--- config.mk ---
export PLATFORM = sky130hd
export DESIGN_NAME = sink
export DESIGN_NICKNAME = d
export VERILOG_FILES = /design/src/rtl/sink.sv
export SDC_FILE = /design/constraint.sdc
export NUM_CORES = 1
export LEC_CHECK = 0
export CAP_MARGIN = 10
export CORE_MARGIN = 1
export CORE_UTILIZATION = 30
export CTS_CLUSTER_DIAMETER = 200
export DETAILED_ROUTE_END_ITERATION = 6
export PLACE_DENSITY = 0.46
export SYNTH_ARGS = -nofsm -noshare
export SYNTH_HDL_FRONTEND = slang
export SYNTH_SLANG_ARGS = --single-unit
--- constraint.sdc ---
create_clock -name clk -period 3 [get_ports clk]
set_clock_uncertainty 0.2 [all_clocks]
set_input_delay 0.9 -clock clk [delete_from_list [all_inputs] [get_ports clk]]
set_output_delay 0.9 -clock clk [all_outputs]
set_load 0.05 [all_outputs]
--- src/rtl/sink.sv ---
// Synchronous FIFO sink: accepts upstream words under valid/ready and returns them in order to a local reader.
// Optional SINK_AFULL_EN adds almost_full and throttles sink_ready at AFULL_THRESH to leave room for upstream skid.
module sink #(
    parameter int WIDTH        = 8,
    parameter int DEPTH        = 8,
    parameter int ADDR         = 3,
    parameter int AFULL_THRESH = DEPTH - 2
) (
    input  logic             clk,
    input  logic             rst,
    input  logic             sink_valid,
    input  logic [WIDTH-1:0] sink_data,
    output logic             sink_ready,
    input  logic             rd_en,
    output logic [WIDTH-1:0] rd_data,
    output logic             rd_valid,
    output logic             fifo_full,
    output logic             fifo_empty,
`ifdef SINK_AFULL_EN
    output logic             almost_full,
`endif
    output logic [ADDR:0]    count
);

    localparam logic [ADDR:0] FULL_COUNT = (ADDR + 1)'(DEPTH);

    logic [WIDTH-1:0] mem [DEPTH];
    logic [ADDR-1:0]  wr_ptr;
    logic [ADDR-1:0]  rd_ptr;
    logic             accept;
    logic             rd_fire;

    // Status flags depend only on registered occupancy, never on this cycle's inputs.
    assign fifo_full  = (count == FULL_COUNT);
    assign fifo_empty = (count == '0);

`ifdef SINK_AFULL_EN
    assign almost_full = (count >= (ADDR + 1)'(AFULL_THRESH));
    assign sink_ready  = (count <  (ADDR + 1)'(AFULL_THRESH));
`else
    assign sink_ready  = !fifo_full;
`endif

    assign accept  = sink_valid && sink_ready;
    assign rd_fire = rd_en && !fifo_empty;

    // NOTE: storage has no reset; every entry is written before the read pointer can reach it.
    always_ff @(posedge clk) begin
        if (accept && !rst) begin
            mem[wr_ptr] <= sink_data;
        end
    end

    // NOTE: all sequential state uses non-blocking assignments so every register samples pre-edge values.
    always_ff @(posedge clk) begin
        if (rst) begin
            wr_ptr   <= '0;
            rd_ptr   <= '0;
            count    <= '0;
            rd_valid <= 1'b0;
            rd_data  <= '0;
        end else begin
            if (accept) begin
                wr_ptr <= wr_ptr + 1'b1;
            end
            if (rd_fire) begin
                rd_ptr  <= rd_ptr + 1'b1;
                rd_data <= mem[rd_ptr];
            end
            rd_valid <= rd_fire;
            case ({accept, rd_fire})
                2'b10:   count <= count + 1'b1;
                2'b01:   count <= count - 1'b1;
                default: count <= count;
            endcase
        end
    end

endmodule

==> impl_metrics.ini, run 1 <==
; flow metrics
[run_status]
outcome = complete, no violations

[yosys]
ys_ff = 83
synth_area_leader_cell = edfxtp_1
yosys_cells = 195
synth_nets = 213
syn_avg_cell_area_sq_um = 17.4
yosys_area_sq_mm = 0.00340
netlist-cell-type-count = 38
syn_inst = 195
simple_gate_share_pct = 9.64
ys_seq_share_pct = 67.7
top_area_share_pct = 56.5
mux_share_pct = 10.9
yosys_warnings = 0
aoi_share_pct = 4.78
logic_family = multiplexers
syn_area_sq_mm = 0.00340
top_cells_by_area = edfxtp_1 (57%), dfxtp_1 (11%), mux4_2 (11%), o22ai_2 (2.9%), nor2_1 (2.5%)

[power_and_ir_drop]
ir_worst_vdd_mv = 0.368
p_int_uw = 2550
p_leak_uw = 0.00144
p_total_uw = 3880
p_per_area_mw_per_mm2 = 910
pwr-share-clk_pct = 30.0
switching_share_pct = 34.1
power_frac_comb_pct = 33.8

[setup_path]
critPathCaptureType = register
worstSetupPathType = in -> reg
arrival_ns = 2.89
cp.required_ns = 3.06

[clocking]
cts_setup_buffers = 0
clock.latency.late_pin_ns = 0.33
cts_sinks = 83
postCtsHoldBufs = 0
cts_tree = built
clk_pin_slew_worst_paths_ns = 0.07
clock_tree.buffer_depth = 2

[sta]
min_period_over_period_pct = 94.2
setup-tns-final_ns = 0
fin_crit_ns = 2.83
fmax_mhz = 354
worst_pin_slew_ns = 0.498
relSlewSlack_pct = 66.7
final-max-slew-violation-count = 0
rsz0062_at_grt = no

[global_routing]
grt_pass1_wl_um = 10500
globalRoute.totalOverflow = 0
grt_max_degree = 20

[floorplanning]
die_h_um = 108
chipArea_sq_mm = 0.0118
std_cell_rows = 38
ios = 28
fp_util_pct = 31.1
die_width_um = 108

[drt]
drc = 0
viasPerCell = 4.62
antenna_left = 0
drt_first_pass_iters = 4

[layout]
antenna_cells = 0
drive_above_1_share_pct = 33.5
final_cell_mix = edfxtp_1 (64), nor2_1 (23), clkdlybuf4s50_1 (23), buf_4 (21), dfxtp_1 (18)

[flow_run]
maxCapViolations = 0

[placement]
numPortBuffers = 27
==> run 1: worst paths after layout <==
check                     to       start  slack, ns  cells after the start
setup reg to reg    count[3]    count[3]       0.30                      8
hold / removal    rd_data[2]  rd_data[2]       0.30                      2
setup / recovery    count[3]       rd_en       0.17                      8
hold reg to reg   rd_data[2]  rd_data[2]       0.30                      2
==> run 1: final cells by class <==
cell class / instances / area (sq um)
Clock buffer: 9 / 225
Timing Repair Buffer: 47 / 429
Tap cell: 140 / 175
Sequential cell: 83 / 2300
Inverter: 4 / 15.0
Fill cell: 1047 / 6670
Multi-Input combinational cell: 98 / 1030
Clock inverter: 7 / 90.1
==> run 1: metrics by stage <==
step                instances  instance area, sq um  util (%)  worst slack, ns  hold WS, ns
finish                    388                  4260      39.0            0.175        0.299
global route              388                  4260      39.0           0.0230        0.326
CTS                       388                  4260      38.9           0.0555        0.309
detailed placement        372                  3940      36.1           -0.290        0.293
global placement          372                  3940      36.1           -0.241        0.281
floorplan                 195                  3410         -           0.0388        0.308
==> run 1: layer usage <==
layer  GRT usage, %  share of wire (%)
met2           20.7                 51
met1           16.3                 44
met3           3.25                3.7
met5              0                  0
met4           4.05               0.77
==> run 1: worst max-delay path, cell delays in order <==
cell and delay [ns]:
clkdlybuf4s50_1 0.42, o41a_4 0.12, ha_1 0.22, ha_1 0.33, a21oi_1 0.19, a21oi_1 0.10
or4_1 0.48, a21oi_1 0.14
==> run 1: flip-flops by register name, indices dropped and copies added, names as in the netlist <==
register  cells
count         4
rd_ptr        3
rd_data       8
wr_ptr        3
mem          64
rd_valid      1
==> run 1: synth_stat cells, drive strengths merged <==
master	n
edfxtp	64
nor2	23
dfxtp	19
mux4	16
nor3	11
o22ai	8
buf	7
a21oi	6
nand2	6
ha	5
xor2	5
inv	4
nand3	4
clkbuf	3
nor4	2
and3	1
fa	1
mux2i	1
nand2b	1
nand3b	1
nor2b	1
nor4b	1
o31ai	1
o41a	1
or4	1
or4b	1
xnor2	1
==> run 1: repair_timing <==
| item | 4_1_cts | 5_1_grt |
|---|---|---|
| hold endpoints to repair | 0 | 0 |
| pin swaps | 0 | 0 |
| resized | 1 | 2 |
| endpoints found under the setup margin | 1 | 1 |
==> run 1: logic make-up after synthesis <==
kind of cell | Yosys count
simple gates | 53
mux | 17
xor+xnor | 6
fa+ha+maj | 6
buf+inv | 14
compound gates | 16
flops | 83
==> run 1: power by group through the flow <==
stage / Sequential [uW] / Combinational (uW) / Clock [uW]
after floorplan: 1680 / 735 / 0
after global placement: 1430 / 1330 / 0
after detailed placement: 1430 / 1340 / 0
after CTS: 1410 / 1340 / 1190
after global routing: 1420 / 1410 / 1240
final: 1410 / 1310 / 1160
**Run 1: placed cells, one color a class**

(4 px per um)
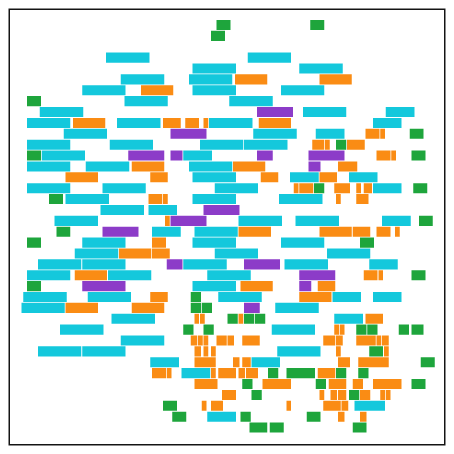
cyan -> sequential cells  # cells 83
purple -> clock drivers and dummy loads  # cells 16
orange -> remaining logic cells  # cells 102
green -> remaining buffers and delay cells  # cells 47

**Run 1: the metal 3 layer**

(3 px per um)
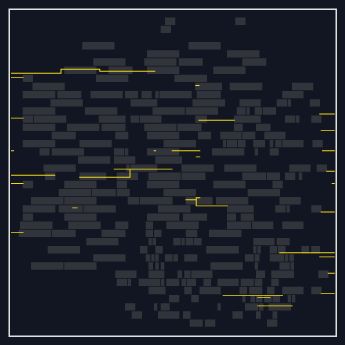
share of all routed wire = 3.7%
nets with wire on the layer = 22
wire length on this layer = 248 um
global routing usage on met3: 3.25%
DRT Wirelength: 6630 um

**Run 1: wire density map**

(3 px per um) The die is cut into 22 by 22 equal tiles; dark purple is low, yellow is high, scaled to the fullest tile. Values are wire area over tile area, all layers added.
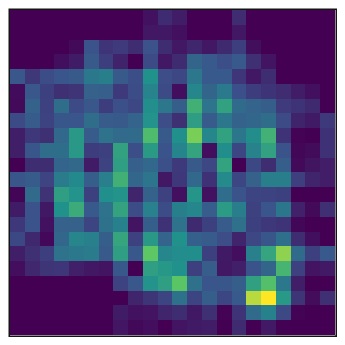
emptiest ninth of the die = upper right
nearly empty tiles = 24%
fullest tile = 0.42
via count: 1793
Total Routing Usage GR: 12.6%
WL/cell: 17.1 um

--- run 2 (diff from run 1) ---
--- a/config.mk
+++ b/config.mk
@@ -6,7 +6,7 @@
 export NUM_CORES = 1
 export LEC_CHECK = 0
 export CAP_MARGIN = 10
-export CORE_MARGIN = 1
+export CORE_MARGIN = 2
 export CORE_UTILIZATION = 30
 export CTS_CLUSTER_DIAMETER = 200
 export DETAILED_ROUTE_END_ITERATION = 6
**Run 2: cells by drive strength**

(2 px per um)
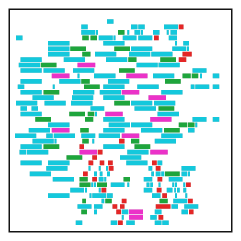
magenta -> x6 and larger  # cells 13, most used clkbuf_16
cyan -> x1 and smaller  # cells 168, most used edfxtp_1
green -> x2  # cells 40, most used mux4_2
red -> x3 and x4  # cells 30, most used buf_4
count of non-CTS buffers in the layout: 50
design area: 0.00428 sq mm

==> run 2 against run 1 <==
  * Synthesized cell count did not move
  * Register-to-register slack lost 0.09 ns
  * First-iteration DRC count up 36%
  * Flip-flop count stayed put
  * Maximum frequency shrank 1.5%
  * Utilization increased by 0.14 points
  * Sequential share of layout area shrank 0.19 points
  * Wire length up 3.5%
  * Hold slack about the same
  * Sequential power barely moved
  * Die size up 3.7%
  * Worst setup slack lost 0.042 ns
==> impl_metrics.ini, run 2 <==
; flow metrics
[floorplanning]
die_h_um = 110
std_cell_rows = 38
ios = 28
die_width_um = 110
fp_util_pct = 31.1
chipArea_sq_mm = 0.0122

[clocking]
cts_tree = built
postCtsHoldBufs = 0
clock.latency.late_pin_ns = 0.33
clk_pin_slew_worst_paths_ns = 0.06
cts_setup_buffers = 0
cts_sinks = 83
cts_resized = 0
clock_tree.buffer_depth = 2

[sta]
rsz0062_at_grt = no
fin_crit_ns = 2.87
relSlewSlack_pct = 65.9
fmax_mhz = 349
worst_pin_slew_ns = 0.510

[setup_path]
worstSetupPathType = reg -> out
cp.required_ns = 1.90
timing.critical_path.from = count[3]
worstReg2RegStart = count[3]
regToRegSetupSlack_ns = 0.21
ff2ff_path_depth = 8
worstReg2RegEnd = count[3]
critPathCaptureType = output pin

[drt]
antenna_left = 0
viasPerCell = 4.56
routedWlPerCell_um = 17.5
wirelength_um = 6860
vias = 1784
drt_first_pass_iters = 4

[yosys]
top_cells_by_area = edfxtp_1 (57%), dfxtp_1 (11%), mux4_2 (11%), o22ai_2 (2.9%), nor2_1 (2.5%)
netlist-cell-type-count = 38
synth_nets = 213
syn_avg_cell_area_sq_um = 17.4
syn_area_sq_mm = 0.00340
edf_count = 64
ys_seq_share_pct = 67.7
synth_area_leader_cell = edfxtp_1
synth.most_common_cell = edfxtp_1
top_area_share_pct = 56.5
synth-async-reset-ratio_pct = 0
syn_inst = 195
synthFlopType = edfxtp_1
yosys_cells = 195
yosys_area_sq_mm = 0.00340
synthTopCellsByCount = edfxtp_1 (64), nor2_1 (23), dfxtp_1 (19)

[global_routing]
use_met1_pct = 15.1
grt_pass1_wl_um = 11100
track_usage_pct = 11.9
globalRoute.totalOverflow = 0
grt_max_degree = 19
grt.met2_usage_pct = 19.9
use_met3_pct = 3.29

[flow_run]
maxCapViolations = 0

[power_and_ir_drop]
p_per_area_mw_per_mm2 = 908
ir_worst_vdd_mv = 0.416

[min_path]
min_from = rd_data[2]
holdPathStages = 2
min_to = rd_data[2]

[layout]
largest_reg_flops = 64
drive_above_1_share_pct = 33.1
regMostFlops = mem
biggestRegsByFlops = mem x64, rd_data x8, count x4
antenna_cells = 0
final_cell_mix = edfxtp_1 (64), buf_4 (25), nor2_1 (23), clkdlybuf4s50_1 (23), dfxtp_1 (18)

[run_status]
outcome = complete, no violations

[placement]
numPortBuffers = 27
## run 2: cell counts after synthesis
Identical to the previous run, type by type.
## run 2: layout make-up
cell class	instances	area, sq um
clock inverter	4	76.3
inverter	4	15.0
multi-input combinational	98	1020
sequential	83	2300
timing repair buffer	50	450
tap	140	175
clock buffer	12	236
fill	1034	6660
## run 2: cells by family after synthesis
| kind of cell | share of synthesized area [%] |
|---|---|
| fa+ha+maj | 2.43 |
| mux | 10.9 |
| buf+inv | 2.80 |
| xor+xnor | 1.77 |
| flops | 67.7 |
| simple gates | 9.64 |
| compound gates | 4.78 |
## run 2: metal layers
| metal | vias to the layer above | routed length [um] |
|---|---|---|
| li1 | 853 | - |
| met1 | 899 | 3080 |
| met2 | 27 | 3490 |
| met3 | 5 | 222 |
| met4 | 0 | 65 |
| met5 | - | 0 |
## run 2: critical path: stages (launching register included)
cell and delay [ns]:
dfxtp_2 0.40, or4b_1 0.60, buf_4 0.22, inv_1 0.09, buf_12 0.14
## run 2: where the power goes
group / switching [uW] / total (uW) / internal (uW)
logic: 776 / 1320 / 549
registers: 59.3 / 1410 / 1350
clock network: 421 / 1150 / 731
## run 2: stage by stage
stage                     setup WS [ns]  instances  utilization, %  setup TNS, ns  power, uW
after global placement           -0.230        375            36.2         -0.230       2780
after detailed placement         -0.255        375            36.2         -0.255       2780
final                             0.133        391            39.1              0       3880
after CTS                        0.0697        391            39.1              0       3950
after global routing             0.0444        391            39.1              0       4090
after floorplan                  0.0388        195               -              0       2420
## run 2: worst max path at each step
| stage | to | slack [ns] | cells after the start |
|---|---|---|---|
| after floorplan | count[3] | 0.04 | 9 |
| after global placement | count[3] | -0.23 | 8 |
| after detailed placement | count[3] | -0.25 | 8 |
| after CTS | count[3] | 0.07 | 8 |
| after global routing | count[3] | 0.04 | 8 |
| final | fifo_full | 0.13 | 4 |
--- run 3 (diff from run 2) ---
--- a/config.mk
+++ b/config.mk
@@ -11,6 +11,7 @@
 export CTS_CLUSTER_DIAMETER = 200
 export DETAILED_ROUTE_END_ITERATION = 6
 export PLACE_DENSITY = 0.46
+export SLEW_MARGIN = 20
 export SYNTH_ARGS = -nofsm -noshare
 export SYNTH_HDL_FRONTEND = slang
 export SYNTH_SLANG_ARGS = --single-unit
**Run 3: clock nets**

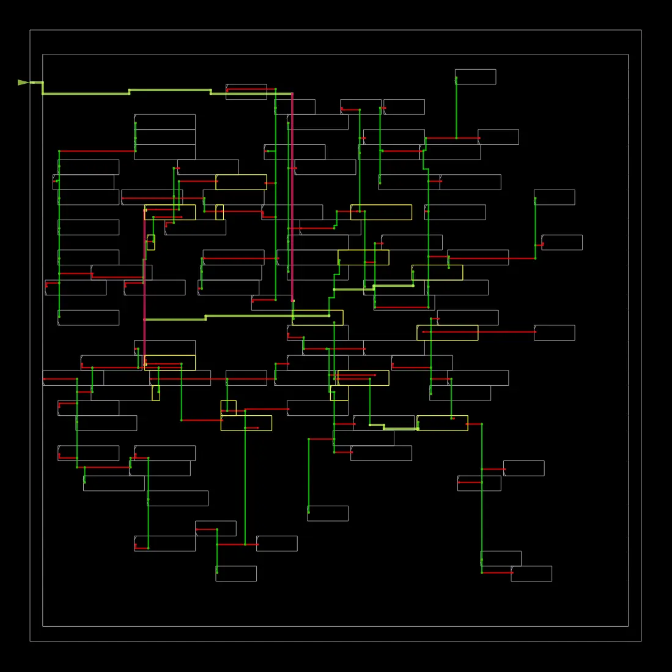
TritonCTS buffer count: 9
registers: 83
clock-net power: 1150 uW
Latency at later pin: 0.33 ns

==> run 3 against run 2 <==
  * Hold slack unchanged
  * Largest cell class unchanged
  * Global-route usage unchanged
  * Flip-flop count unchanged
  * Largest power group unchanged
  * Maximum frequency unchanged
  * Cell count unchanged
  * Sequential share of layout area unchanged
  * Critical path type unchanged
==> impl_metrics.ini, run 3 <==
; flow metrics
[yosys]
logic_family = multiplexers
synth.most_common_cell = edfxtp_1
syn_avg_cell_area_sq_um = 17.4
top_area_share_pct = 56.5
aoi_share_pct = 4.78
ys_sh_adder_pct = 2.43
synth-xor-area-share_pct = 1.77
synthFlopType = edfxtp_1
top_cells_by_area = edfxtp_1 (57%), dfxtp_1 (11%), mux4_2 (11%), o22ai_2 (2.9%), nor2_1 (2.5%)
simple_gate_share_pct = 9.64
edf_count = 64
netlist-cell-type-count = 38
yosys_area_sq_mm = 0.00340

[sta]
fin_crit_ns = 2.87
setup-tns-final_ns = 0
rsz0062_at_grt = no
worst_pin_slew_ns = 0.510

[floorplanning]
die_width_um = 110
die_h_um = 110
std_cell_rows = 38

[placement]
place_ws_ns = -0.255

[setup_path]
critPathCaptureType = output pin
ff2ff_path_depth = 8
worstReg2RegEnd = count[3]
critPathMaxStageDelay_ns = 0.60
timing.critical_path.from = count[3]
cp.required_ns = 1.90
regToRegSetupSlack_ns = 0.21
worstSetupPathType = reg -> out

[layout]
regMostFlops = mem
final_cell_mix = edfxtp_1 (64), buf_4 (25), nor2_1 (23), clkdlybuf4s50_1 (23), dfxtp_1 (18)
drive_above_1_share_pct = 33.1
biggestRegsByFlops = mem x64, rd_data x8, count x4

[power_and_ir_drop]
sequentialPowerShare_pct = 36.2
power.net_switching_uw = 1260
pwr-share-clk_pct = 29.7
ir_worst_vdd_mv = 0.416
p_int_uw = 2630

[drt]
viasPerCell = 4.56
routedWlPerCell_um = 17.5
antenna_left = 0

[clocking]
clock_tree.buffer_depth = 2
clk_pin_slew_worst_paths_ns = 0.06

[run_status]
outcome = complete, no violations

[global_routing]
globalRoute.totalOverflow = 0
## run 3: worst min path at each step
stage / slack (ns) / end / cells after the start / start
3_5_place_dp: 0.29 / rd_data[2] / 2 / rd_data[2]
3_3_place_gp: 0.28 / rd_data[2] / 2 / rd_data[2]
6_report: 0.30 / rd_data[2] / 2 / rd_data[2]
4_1_cts: 0.31 / rd_data[2] / 2 / rd_data[2]
2_1_floorplan: 0.31 / wr_ptr[1] / 2 / wr_ptr[1]
5_1_grt: 0.33 / rd_data[2] / 2 / rd_data[2]
## run 3: layout make-up
| cell class | count | share of cell area (%) |
|---|---|---|
| clock inverter | 4 | 1.78 |
| multi-input combinational | 98 | 23.9 |
| sequential | 83 | 53.8 |
| clock buffer | 12 | 5.53 |
| timing repair buffer | 50 | 10.5 |
| tap | 140 | 4.09 |
| inverter | 4 | 0.351 |
## run 3: routing by layer
metal  up-vias  routed length (um)  GRT usage [%]
met3         5                 222           3.29
met5         -                   0              0
met1       899                3080           15.1
met2        27                3490           19.9
met4         0                  65           3.75
li1        853                   -              -
## run 3: worst max-delay path, delay by kind of cell, from the launching register on
| family | cells | cell delay [ns] |
|---|---|---|
| simple gates | 1 | 0.60 |
| buf+inv | 3 | 0.45 |
| flops | 1 | 0.40 |
## run 3: power groups by stage
stage,Clock (uW),Combinational [uW],Sequential (uW)
CTS,1190,1350,1410
global route,1240,1430,1420
global placement,0,1350,1430
floorplan,0,735,1680
detailed placement,0,1350,1430
finish,1150,1320,1410
## run 3: cell families (layout without fill, tap and decap cells)
kind of cell | count (synthesis) | after routing
AOI/OAI and AO/OA | 16 | 16
xor gates and xnor gates | 6 | 6
adders and majority gates | 6 | 6
buffers and inverters | 14 | 70
DFF | 83 | 83
muxes | 17 | 17
and+or+nand+nor | 53 | 53
## run 3: through the flow
step / instances / cell area, sq um
6_report: 391 / 4280
3_5_place_dp: 375 / 3960
3_3_place_gp: 375 / 3960
4_1_cts: 391 / 4280
2_1_floorplan: 195 / 3410
5_1_grt: 391 / 4280
## run 3: timing repair
action	4_1_cts	5_1_grt
endpoints found under the setup margin	0	1
setup buffers	0	0
resized	0	1
No activity file was given, so power comes from the tool's default toggle rates.
